### src/rtl/psum_accum.sv
// Four-lane partial-sum accumulator: each lane sums acc_len+1 unsigned products
// into a 24-bit psum and pulses dv_psum for one cycle when the window closes or flushes.
module psum_accum #(
    parameter int LANES = 4,
    parameter int PW    = 16,
    parameter int SW    = 24
) (
    input  logic                  clk,
    input  logic                  rst_n,
    input  logic [7:0]            acc_len,
    input  logic                  flush,
    input  logic [LANES-1:0]      dv_prod,
    input  logic [LANES*PW-1:0]   prod,
    output logic [LANES*SW-1:0]   psum,
    output logic [LANES-1:0]      dv_psum
);

    generate
        for (genvar gi = 0; gi < LANES; gi++) begin : g_lane
            logic [SW-1:0] acc_q, acc_d;
            logic [7:0]    cnt_q, cnt_d;
            logic [7:0]    len_q, len_d;
            logic          busy_q, busy_d;
            logic [SW-1:0] psum_q, psum_d;
            logic          dv_q, dv_d;
            logic [SW-1:0] prod_ext;
            logic [SW-1:0] sum;

            assign prod_ext = {{(SW-PW){1'b0}}, prod[gi*PW +: PW]};
            // 256 x 0xFFFF still fits in 24 bits, so the adder never wraps.
            assign sum      = acc_q + prod_ext;

            always_comb begin
                acc_d  = acc_q;
                cnt_d  = cnt_q;
                len_d  = len_q;
                busy_d = busy_q;
                psum_d = psum_q;
                dv_d   = 1'b0;
                if (!busy_q) begin
                    if (dv_prod[gi]) begin
                        len_d = acc_len;
                        if (acc_len == 8'd0 || flush) begin
                            psum_d = prod_ext;
                            dv_d   = 1'b1;
                            acc_d  = '0;
                            cnt_d  = 8'd0;
                        end else begin
                            acc_d  = prod_ext;
                            cnt_d  = 8'd1;
                            busy_d = 1'b1;
                        end
                    end
                end else if (dv_prod[gi]) begin
                    // cnt counts terms already held, so cnt==len means this beat is the last.
                    if (cnt_q == len_q || flush) begin
                        psum_d = sum;
                        dv_d   = 1'b1;
                        acc_d  = '0;
                        cnt_d  = 8'd0;
                        busy_d = 1'b0;
                    end else begin
                        acc_d = sum;
                        cnt_d = cnt_q + 8'd1;
                    end
                end else if (flush) begin
                    psum_d = acc_q;
                    dv_d   = 1'b1;
                    acc_d  = '0;
                    cnt_d  = 8'd0;
                    busy_d = 1'b0;
                end
            end

            always_ff @(posedge clk or negedge rst_n) begin
                if (!rst_n) begin
                    acc_q  <= '0;
                    cnt_q  <= 8'd0;
                    len_q  <= 8'd0;
                    busy_q <= 1'b0;
                    psum_q <= '0;
                    dv_q   <= 1'b0;
                end else begin
                    acc_q  <= acc_d;
                    cnt_q  <= cnt_d;
                    len_q  <= len_d;
                    busy_q <= busy_d;
                    psum_q <= psum_d;
                    dv_q   <= dv_d;
                end
            end

            assign psum[gi*SW +: SW] = psum_q;
            assign dv_psum[gi]       = dv_q;
        end
    endgenerate

endmodule

### config.mk
export PLATFORM = sky130hd
export DESIGN_NAME = psum_accum
export DESIGN_NICKNAME = d
export VERILOG_FILES = /design/src/rtl/psum_accum.sv
export SDC_FILE = /design/constraint.sdc
export NUM_CORES = 1
export LEC_CHECK = 0
export CELL_PAD_IN_SITES_DETAIL_PLACEMENT = 1
export CELL_PAD_IN_SITES_GLOBAL_PLACEMENT = 2
export CORE_MARGIN = 4
export CORE_UTILIZATION = 30
export DETAILED_ROUTE_END_ITERATION = 8
export GPL_ROUTABILITY_DRIVEN = 0
export PLACE_DENSITY = 0.72
export SETUP_SLACK_MARGIN = 0.1
export SLEW_MARGIN = 20
export SYNTH_ARGS = -nofsm -noshare
export SYNTH_HDL_FRONTEND = slang
export SYNTH_SLANG_ARGS = --single-unit
### constraint.sdc
create_clock -name clk -period 6.3 [get_ports clk]
set_clock_uncertainty 0.1 [all_clocks]
set_input_delay 0.945 -clock clk [delete_from_list [all_inputs] [get_ports clk]]
set_output_delay 0.945 -clock clk [all_outputs]
set_load 0.03 [all_outputs]
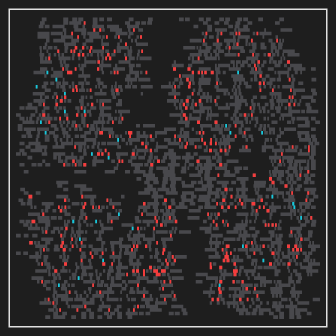
Run 1: logic cells by family
inv cells: marked cyan, cells 30, most used inv_1. nand cells: marked red, cells 330, most used nand2_1, where widely spread.

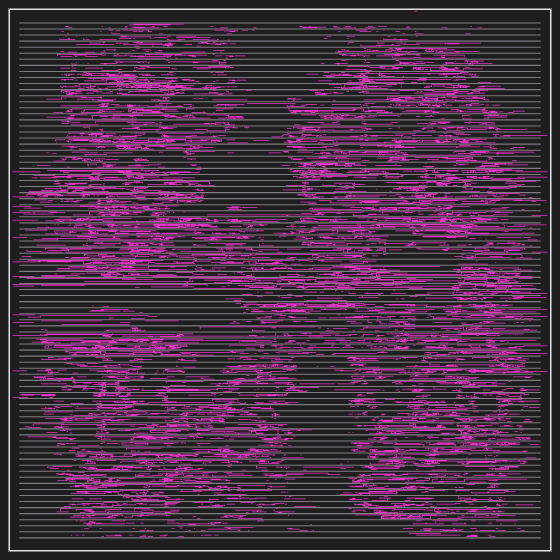
Run 1: the metal 1 layer
Supply wires on this layer in gray.
The wires run mostly horizontal. 1981 nets have wire on it. The layer carries 26.4 mm of wire.

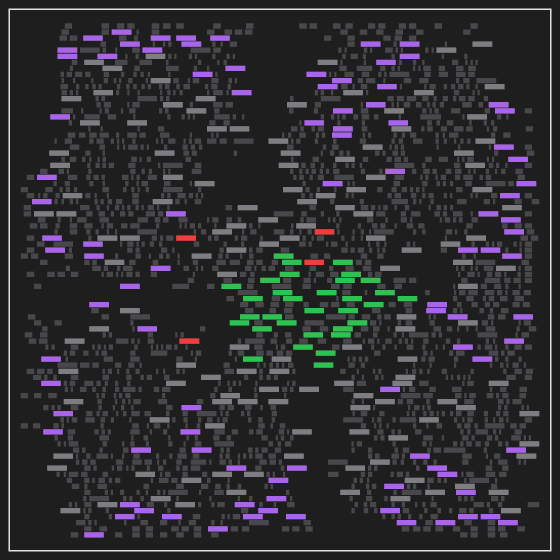
Run 1: sequential cells grouped by signal name
Other sequential cells in the stronger gray, the rest of the logic in the fainter gray.
g_lane.psum_q: marked purple, sequential cells 96, where widely spread. g_lane.len_q: marked green, sequential cells 32, where middle. g_lane.busy_q: marked red, sequential cells 4, where middle.
Another 132 sequential cells are not colored.
core occupancy in the finished layout: 0.3704
Flop area: 6606 sq um
proportion of cell area occupied by registers: 0.3295

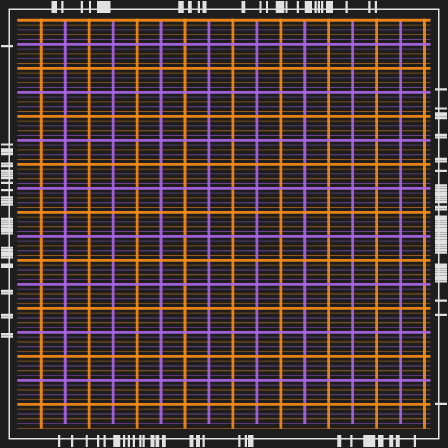
Run 1: floorplan with the power grid
Pins as bars on the die edge.
VSS: marked orange. VDD: marked purple.
17 straps on met5. 86 met1 rails follow the rows. The core has 85 rows. 179 signal pins sit on the boundary.
standard cell core area: 54130 sq um
Max IR drop VDD: 0.1609 mV
DIE WIDTH: 242.5 microns

==> run 1: power by group <==
| group | leakage [nW] | internal [W] | switching (W) |
|---|---|---|---|
| Sequential | 3.36 | 0.00194 | 0.000213 |
| Combinational | 4.48 | 0.000825 | 0.00122 |
| Clock | 0.567 | 0.00116 | 0.000822 |
| Total | 8.40 | 0.00392 | 0.00226 |
==> run 1: layer usage <==
layer	wire length, microns	GRT usage	up-vias
met5	10	0	-
met4	776	0.03722	2
met3	1806	0.02778	56
met2	26090	0.3113	196
met1	26380	0.2559	7496
li1	-	-	6956
==> run 1: cell families after synthesis <==
kind of cell,count (synthesis),synth area share
xor gates and xnor gates,119,0.06320
and+or+nand+nor,592,0.1691
DFF,264,0.4006
muxes,79,0.05106
buffers and inverters,133,0.03535
adders and majority gates,72,0.05645
AOI/OAI and AO/OA,571,0.2243
==> run 1: worst reg2reg max path, stage by stage (launching register included) <==
cell and delay [ns]:
sky130_fd_sc_hd__dfrtp_1 0.94, sky130_fd_sc_hd__nand2b_1 0.48, sky130_fd_sc_hd__nand2b_1 0.55, sky130_fd_sc_hd__nor2b_1 0.88, sky130_fd_sc_hd__inv_2 0.31, sky130_fd_sc_hd__o22ai_1 0.22
sky130_fd_sc_hd__a211oi_1 0.08
==> run 1: state kept, by name, indices dropped and copies added (netlist names) <==
register	flops
g_lane.acc_q	96
g_lane.busy_q	4
g_lane.cnt_q	32
g_lane.dv_q	4
g_lane.len_q	32
g_lane.psum_q	96
==> run 1: layout make-up <==
type | instances | area [sq um]
Multi-Input combinational cell | 1433 | 9365
Tap cell | 696 | 870.8
Timing Repair Buffer | 203 | 1974
Clock buffer | 51 | 1049
Clock inverter | 13 | 72.57
Sequential cell | 264 | 6606
Fill cell | 6215 | 34080
Inverter | 30 | 112.6
==> qor.yml, run 1 <==
endpoint_kind: "register"
report.final.slew_viol_count: 0
first_iter_violations: 705
fin_worst_hold_slack_ns: 0.2903
layout.cells.most_common_list: "264 x sky130_fd_sc_hd__dfrtp_1, 198 x sky130_fd_sc_hd__nand2_1, 177 x sky130_fd_sc_hd__clkdlybuf4s50_1"
total_routed_wirelength_microns: 55070
synth_flops: 264
postCtsHoldBufs: 0
cts-root-buf: "sky130_fd_sc_hd__clkbuf_16"
startpoint_of_the_most_critical_setup_path: "dv_prod[1]"
synth-async-reset-ratio: 1.000
drt_pass1_iterations: 5
ys_chip_area_sq_um: 16490
grt_first_pass_wirelength_microns: 89640
worst_pin_slew_ns: 1.016
drtAntennaViolNets: 0
leakagePower_nw: 8.404
initial_utilization: 0.3047
final_area_sq_um: 20050
avgSynthCellArea_sq_um: 9.012
stage_log_warnings: 26
place.detailed.instances: 2626
fraction_of_layout_instances_using_a_drive_strength_above_1: 0.08927
main_flop_type_after_synthesis: "sky130_fd_sc_hd__dfrtp_1"
rows: 85
detail_route.wl_per_cell_microns: 20.47
pwr_density_cell_nw_per_um2: 308.3
synth-edff-count: 0
path_cells: "clkdlybuf4s50_1 -> buf_4 -> nand2b_1 -> nand2b_1 -> nor2b_1 -> inv_2 -> o22ai_1 -> a211oi_1"
tritoncts: "done"
worstSetupPathType: "primary input to register"
cts_post_setup_buffers_inserted: 0
syn-cell-area_sq_um: 16490
synthesis.instances: 1830
crit-reg2reg-launch: "g_lane[1].busy_q"
layout-area-overhead-vs-synth_pct: 21.58
worst_path_max_delay_cell: "sky130_fd_sc_hd__nor2b_1"
worst_path_buffer_plus_inverter_count: 3
cp_top_family: "simple AND/OR/NAND/NOR gates"
worstRegToRegCells: 6
die_area_sq_um: 58790
synthMostInstantiatedCell: "sky130_fd_sc_hd__dfrtp_1"
clkSlewWorstSetupHoldPaths_ns: 0.06
hpwlAfterDp_microns: 38280
clock.fmax_mhz: 265.9
path_max_fanout: 27
tritoncts.num_buffers: 36
htree_levels: 2
floorplan.io_pins: 179
antenna-diode-count: 0
count_of_cell_instances_traversed_by_the_critical_path: 8
start_kind: "primary input"
cts_buffer_depth: 3
hold_violations: 0
finalSetupViolCount: 0
worstSetupEndpoint: "g_lane[1].psum_q[15]"
status: "complete, no violations"
cts_repair_resize_count: 0
average_via_count_per_standard_cell: 5.467
cts.sinks: 264
placement.cell_area_sq_um: 18920
mostFrequentLayoutCell: "sky130_fd_sc_hd__dfrtp_1"
grt_setup_unrepaired: "no"
yosysTopAreaCell: "sky130_fd_sc_hd__dfrtp_1"
relSlewSlack: 0.3211
grt-ovfl-total: 0
fin_total_pwr_w: 0.006182
yosysWarningCount: 0
ys_cells: 1830
synth.lib_cells_used.distinct: 93
fin_ws_ns: 2.539
yosys-top-cells-count: "264 x sky130_fd_sc_hd__dfrtp_1, 198 x sky130_fd_sc_hd__nand2_1, 157 x sky130_fd_sc_hd__nor2_1, 155 x sky130_fd_sc_hd__o21ai_0, 122 x sky130_fd_sc_hd__a21oi_1"
antenna_found_initial: 1
grt_start_max_net_pins: 90
grt.total_usage: 0.1856
final_instance_count_excl_fillers: 2690
critPathRequiredTime_ns: 6.62
cp_data_arrival_time_ns: 4.08
Run 1, clock wiring as the flow saved it:
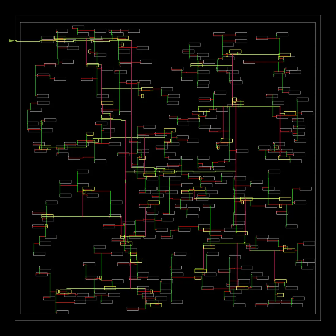

==> run 1 -> run 2 <==
==> constraint.sdc (replaced) <==
create_clock -name clk -period 3.68 [get_ports clk]
set_clock_uncertainty 0.1 [all_clocks]
set_input_delay 0.552 -clock clk [delete_from_list [all_inputs] [get_ports clk]]
set_output_delay 0.552 -clock clk [all_outputs]
set_load 0.03 [all_outputs]
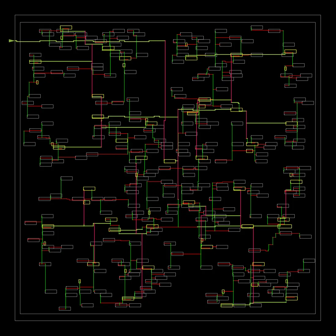
Run 2: clock wiring as the flow saved it
clock-net power: 0.00333 W
clk sink count: 264

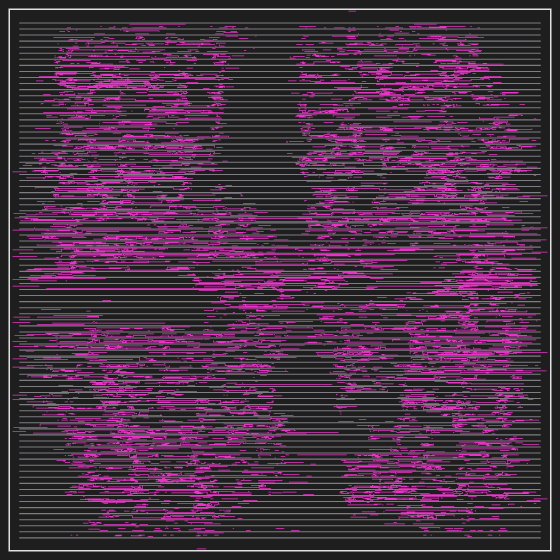
Run 2: the metal 1 layer
Supply wires on this layer in gray.
vias after detailed routing: 14780
total routed wirelength: 54670 microns
met1 capacity usage during global routing: 0.2447

==> run 2 against run 1 <==
  * First-iteration DRC count increased by 15%
  * Global-route usage decreased by 0.26 points
  * Core utilization increased by 0.51 points
  * Sequential power increased by about 70%
  * Cell area increased by 1.4%
  * Worst hold slack improved by 0.087 ns
  * Total power increased by 71%
  * Routed wire length decreased by 0.72%
  * Combinational power increased by 75%
==> qor.yml, run 2 <==
status: "complete, no violations"
topCellsByArea: "sky130_fd_sc_hd__dfrtp_1 40%, sky130_fd_sc_hd__ha_1 5.2%, sky130_fd_sc_hd__o21ai_0 4.7%"
startpoint_of_the_most_critical_setup_path: "prod[16]"
critPathRequiredTime_ns: 4.04
synthesis.instances: 1830
gr-usage-met3: 0.03298
logic_family: "AND-OR/OR-AND gates"
main_flop_type_after_synthesis: "sky130_fd_sc_hd__dfrtp_1"
layout.area.comb_sq_um: 9333
relSlewSlack: 0.2971
crit-reg2reg-launch: "g_lane[1].acc_q[0]"
cts_buffer_depth: 3
stage_log_warnings: 26
synth-async-reset-ratio: 1.000
path_max_fanout: 5
hold_violations: 0
sw_frac_of_total: 0.3606
die_h_microns: 242.5
cts-root-buf: "sky130_fd_sc_hd__clkbuf_16"
syn-num-nets: 1981
finalNetCount: 2160
core_region_area_sq_um: 54130
highest_metal_layer_with_signal_wires: "met5"
timing.rr.end: "g_lane[1].acc_q[18]"
antenna-diode-count: 0
combinationalPower_w: 0.00359
hold-path-endpoint: "g_lane[2].psum_q[0]"
synth-adder-area-share: 0.05644
finish.utilization: 0.3755
clkSlewWorstSetupHoldPaths_ns: 0.06
top_area_frac: 0.4006
power-top-group: "registers"
htree_levels: 2
simple_gate_share: 0.1691
placement.cell_area_sq_um: 19240
cp_data_arrival_time_ns: 3.53
numPortBuffers: 178
wl_met2_microns: 26150
floorplan.io_pins: 179
synth.lib_cells_used.distinct: 93
synth.cellmix.xorXnorShare: 0.06320
postCtsHoldBufs: 1
clock.fmax_mhz: 315.0
finalSetupViolCount: 0
start_kind: "primary input"
place.detailed.instances: 2667
fin_worst_hold_slack_ns: 0.3775
synth.yosys.seq_area_share: 0.4006
yosys-top-cells-count: "264 x sky130_fd_sc_hd__dfrtp_1, 198 x sky130_fd_sc_hd__nand2_1, 157 x sky130_fd_sc_hd__nor2_1, 155 x sky130_fd_sc_hd__o21ai_0, 122 x sky130_fd_sc_hd__a21oi_1"
avgSynthCellArea_sq_um: 9.012
synthMuxAreaShare: 0.05106
pwr-share-seq: 0.346
final_instance_count_excl_fillers: 2726
leakagePower_nw: 8.565
internal_power_w: 0.006767
synth_flops: 264
ys_chip_area_sq_um: 16490
fraction_of_layout_instances_using_a_drive_strength_above_1: 0.1015
synthMostInstantiatedCell: "sky130_fd_sc_hd__dfrtp_1"
worst_pin_slew_ns: 1.050
route.layer.met1.wl_microns: 25650
cts_repair_resize_count: 0
fin_ws_ns: 0.5049
initial_utilization: 0.3047
fin_total_pwr_w: 0.01058
synth-edff-count: 0
layout.cells.most_common_list: "264 x sky130_fd_sc_hd__dfrtp_1, 198 x sky130_fd_sc_hd__nand2_1, 177 x sky130_fd_sc_hd__clkdlybuf4s50_1"
fin_crit_ns: 3.175
hold_path_depth: 2
layout.filler_cells: 6162
tritoncts: "done"
mostFrequentLayoutCell: "sky130_fd_sc_hd__dfrtp_1"
first_iter_violations: 809
gr-max-usage-layer: "met2"
hold_start: "g_lane[2].psum_q[0]"
rows: 85
final_area_sq_um: 20330
worstSetupEndpoint: "g_lane[1].acc_q[18]"
wl_met3_microns: 1916
pwr_density_cell_nw_per_um2: 520.6
worstRegToRegCells: 12
detail_route.wl_per_cell_microns: 20.06
reg_top3: "g_lane.acc_q (96), g_lane.psum_q (96)"
grt_start_max_net_pins: 89
worstSetupPathType: "primary input to register"
grtUsageMet2: 0.3109
netSwitchingPower_w: 0.003817
worst_skew_pair.late_latency_ns: 0.54
ys_sh_aoi: 0.2243
reg2reg_slack_ns: 0.61
layout-area-overhead-vs-synth_pct: 23.26
grt_first_pass_wirelength_microns: 88820
drt_pass1_iterations: 5
post-place-ws_ns: 0.03352
clockPowerShare: 0.315
combinationalPowerShare: 0.340
portion_of_the_clock_cycle_consumed_by_the_worst_path_in_the_final_layout: 0.8628
ff_latch_area_sq_um: 6606
die_area_sq_um: 58790
grt-ovfl-total: 0
cts_post_setup_buffers_inserted: 0
yosysTopAreaCell: "sky130_fd_sc_hd__dfrtp_1"
drtAntennaViolNets: 0
hpwlAfterDp_microns: 39200
antenna_found_initial: 1
endpoint_kind: "register"
worstHoldPathType: "register to register"
vias_in_the_first_global_route: 15850
average_via_count_per_standard_cell: 5.423
yosysWarningCount: 0
grt_setup_unrepaired: "no"
post_route_drc_violation_count: 0
vdd.ir_drop.worst_mv: 0.2623
report.final.slew_viol_count: 0
grt.total_usage: 0.1831
die-width_microns: 242.5
syn-cell-area_sq_um: 16490
seq_cell_power_w: 0.00366
max-cap-violations: 0
ys_cells: 1830
tritoncts.num_buffers: 35
setup_tns_ns: 0
run 2: netlist changes by cell type in the layout (fill, tap and decap cells not counted), moves of 2 or more:
cell                       delta
sky130_fd_sc_hd__clkbuf_8     -3
sky130_fd_sc_hd__buf_4       +38
sky130_fd_sc_hd__inv_6        -2
sky130_fd_sc_hd__clkinv_2     -7
sky130_fd_sc_hd__buf_12       +3
sky130_fd_sc_hd__clkbuf_1     +5
run 2: worst max-delay path, cell delays in order:
cell and delay [ns]:
sky130_fd_sc_hd__clkdlybuf4s50_1 0.45, sky130_fd_sc_hd__ha_1 0.25, sky130_fd_sc_hd__fa_1 0.48, sky130_fd_sc_hd__a211oi_2 0.24
sky130_fd_sc_hd__nor4_1 0.08, sky130_fd_sc_hd__or2_1 0.26, sky130_fd_sc_hd__o311ai_1 0.40, sky130_fd_sc_hd__buf_4 0.20
sky130_fd_sc_hd__nand2_1 0.14, sky130_fd_sc_hd__buf_4 0.20, sky130_fd_sc_hd__a21oi_1 0.11, sky130_fd_sc_hd__o21ai_0 0.08
sky130_fd_sc_hd__o21ai_0 0.08
run 2: logic make-up after synthesis:
| group | after synthesis |
|---|---|
| AND/OR/NAND/NOR | 592 |
| AND-OR/OR-AND | 571 |
| flip-flops | 264 |
| buffers and inverters | 133 |
| XOR/XNOR | 119 |
| multiplexers | 79 |
| adder cells (fa/ha/maj) | 72 |
run 2: layout make-up:
| class | count | area share |
|---|---|---|
| clock buffers | 53 | 0.05047 |
| flip-flops and latches | 264 | 0.3250 |
| inverters | 30 | 0.005539 |
| multi-input cells | 1433 | 0.4591 |
| well taps | 696 | 0.04284 |
| clock inverters | 5 | 0.002462 |
| repair buffers | 245 | 0.1146 |
Run 2, floorplan with the power grid:
Pins as bars on the die edge.
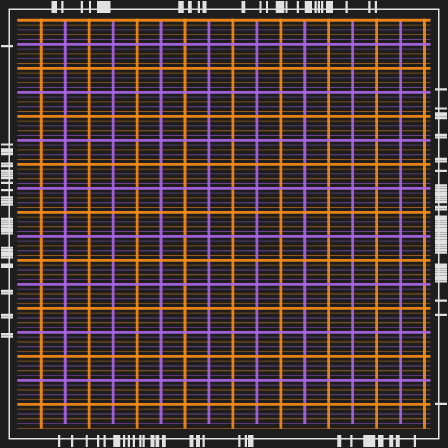

==> run 2 -> run 3 <==
--- a/config.mk
+++ b/config.mk
@@ -11,7 +11,7 @@
 export CORE_UTILIZATION = 30
 export DETAILED_ROUTE_END_ITERATION = 8
 export GPL_ROUTABILITY_DRIVEN = 0
-export PLACE_DENSITY = 0.72
+export PLACE_DENSITY = 0.66
 export SETUP_SLACK_MARGIN = 0.1
 export SLEW_MARGIN = 20
 export SYNTH_ARGS = -nofsm -noshare
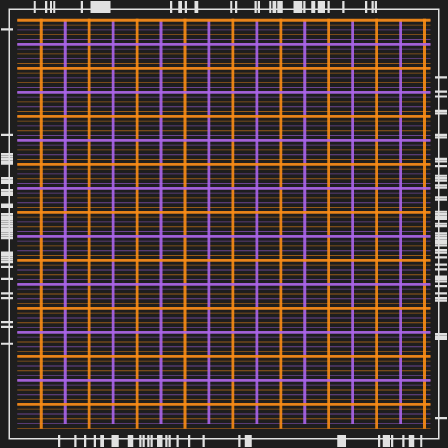
Run 3: floorplan with the power grid
Pins as bars on the die edge.
VDD: marked purple. VSS: marked orange.
17 straps on met4. 17 straps on met5. The core has 85 rows. 179 signal pins sit on the boundary.

==> run 3 against run 2 <==
  * First-iteration DRC count is 6.7% lower
  * Area after synthesis stayed put
  * Critical path depth is 2 lower
  * Global-route usage is 0.22 points higher
  * Non-clock buffer count is 5 lower
  * Die area stayed put
  * Clock-buffer cell count is 5 higher
  * Via count is 0.90% lower
  * Routed wire length is 1.3% higher
  * Sequential power hardly changed
  * Setup slack better by 0.13 ns
  * Combinational power hardly changed
  * Largest cell class unchanged
  * Highest routed layer unchanged
==> qor.yml, run 3 <==
num_vias: 14650
synthesis.instances: 1830
top_area_frac: 0.4006
synth.lib_cells_used.distinct: 93
grt_first_pass_wirelength_microns: 89110
fraction_of_layout_instances_using_a_drive_strength_above_1: 0.1015
finalNetCount: 2157
layout.cells.most_common_list: "264 x sky130_fd_sc_hd__dfrtp_1, 198 x sky130_fd_sc_hd__nand2_1, 177 x sky130_fd_sc_hd__clkdlybuf4s50_1"
cts-root-buf: "sky130_fd_sc_hd__clkbuf_16"
internal_power_w: 0.006924
hold_start: "g_lane[2].psum_q[4]"
critPathRequiredTime_ns: 4.01
p_clk_w: 0.00353
worst_pin_slew_ns: 1.072
core_region_area_sq_um: 54130
seq_cell_power_w: 0.00365
synth-async-reset-ratio: 1.000
die-width_microns: 242.5
path_max_fanout: 4
total_routed_wirelength_microns: 55370
hpwlAfterDp_microns: 39090
rows: 85
worstSetupPathType: "primary input to register"
sw_frac_of_total: 0.3568
synth_flops: 264
synth-edff-count: 0
report.final.slew_viol_count: 0
average_via_count_per_standard_cell: 5.371
ys_sh_aoi: 0.2243
first_iter_violations: 755
hold_violations: 0
tritoncts: "done"
cp_top_family: "AND-OR/OR-AND gates"
drtAntennaViolNets: 0
hold_path_depth: 2
worst_path_buffer_plus_inverter_count: 1
fin_total_pwr_w: 0.01076
hold-path-endpoint: "g_lane[2].psum_q[4]"
die_h_microns: 242.5
antenna_found_initial: 7
status: "complete, no violations"
fin_crit_ns: 3.047
clkSlewWorstSetupHoldPaths_ns: 0.06
gr-usage-met1: 0.2508
ys_cells: 1830
grt_setup_unrepaired: "no"
critical_path.max_stage_delay_ns: 0.45
startpoint_of_the_most_critical_setup_path: "prod[0]"
drt_pass1_iterations: 4
pwr_density_cell_nw_per_um2: 527.6
mostFrequentLayoutCell: "sky130_fd_sc_hd__dfrtp_1"
stage_log_warnings: 26
reg_top3: "g_lane.acc_q (96), g_lane.psum_q (96)"
synth-adder-area-share: 0.05644
portion_of_the_clock_cycle_consumed_by_the_worst_path_in_the_final_layout: 0.8281
cp_data_arrival_time_ns: 3.38
cts_buffer_depth: 3
vdd.ir_drop.worst_mv: 0.2871
topCellsByArea: "sky130_fd_sc_hd__dfrtp_1 40%, sky130_fd_sc_hd__ha_1 5.2%, sky130_fd_sc_hd__o21ai_0 4.7%"
detail_route.wl_per_cell_microns: 20.30
count_of_cell_instances_traversed_by_the_critical_path: 11
leakagePower_nw: 8.591
synth.yosys.seq_area_share: 0.4006
worstHoldPathType: "register to register"
clockPowerShare: 0.328
die_area_sq_um: 58790
synthMostInstantiatedCell: "sky130_fd_sc_hd__dfrtp_1"
worst_path_max_delay_cell: "sky130_fd_sc_hd__clkdlybuf4s50_1"
gr-usage-met3: 0.03885
worstRegToRegCells: 8
simple_gate_share: 0.1691
netSwitchingPower_w: 0.003841
worstSetupEndpoint: "g_lane[0].psum_q[12]"
setup_tns_ns: 0
post_route_drc_violation_count: 0
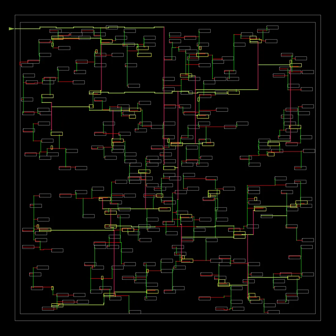
Run 3: clock wiring as the flow saved it
cts bufs inserted: 37
CLK BUF: 58

-- run 3: netlist changes by cell type in the layout (fill, tap and decap cells not counted) --
cell | previous run | this run
sky130_fd_sc_hd__clkbuf_8 | 4 | 7
sky130_fd_sc_hd__inv_6 | 0 | 1
sky130_fd_sc_hd__clkinv_2 | 4 | 3
sky130_fd_sc_hd__buf_4 | 63 | 57
sky130_fd_sc_hd__clkbuf_16 | 37 | 39
sky130_fd_sc_hd__buf_12 | 3 | 4
sky130_fd_sc_hd__diode_2 | 0 | 2
-- run 3: what timing repair did --
item | in CTS | in global routing
buffers inserted | 0 | 0
hold buffers | 1 | 0
endpoints found under the hold margin | 67 | 0
gates resized | 0 | 0
-- run 3: stage by stage --
step / area [sq um] / worst slack, ns / instances / hold slack (ns)
after floorplan: 16490 / 0.8707 / 1830 / 0.1564
after global placement: 19220 / 0.1512 / 2662 / 0.3644
after detailed placement: 19220 / 0.09787 / 2662 / 0.3738
after CTS: 20400 / 0.6227 / 2726 / 0.3859
after global routing: 20400 / 0.3556 / 2726 / 0.4055
final: 20400 / 0.6328 / 2728 / 0.3825
-- run 3: layout make-up --
type | count | area (sq um)
Sequential cell | 264 | 6606
Fill cell | 6117 | 33730
Antenna cell | 2 | 5.005
Tap cell | 696 | 870.8
Inverter | 30 | 112.6
Timing Repair Buffer | 240 | 2305
Multi-Input combinational cell | 1433 | 9333
Clock inverter | 5 | 53.80
Clock buffer | 58 | 1117
-- run 3: routing by layer --
metal  part of all wire  wire, microns  up-vias
met5             0.0012             66        -
met2               0.47          26220      185
li1                   -              -     7042
met4              0.012            673       10
met1               0.47          26230     7362
met3              0.039           2176       52
Power and IR drop assume default switching activity.
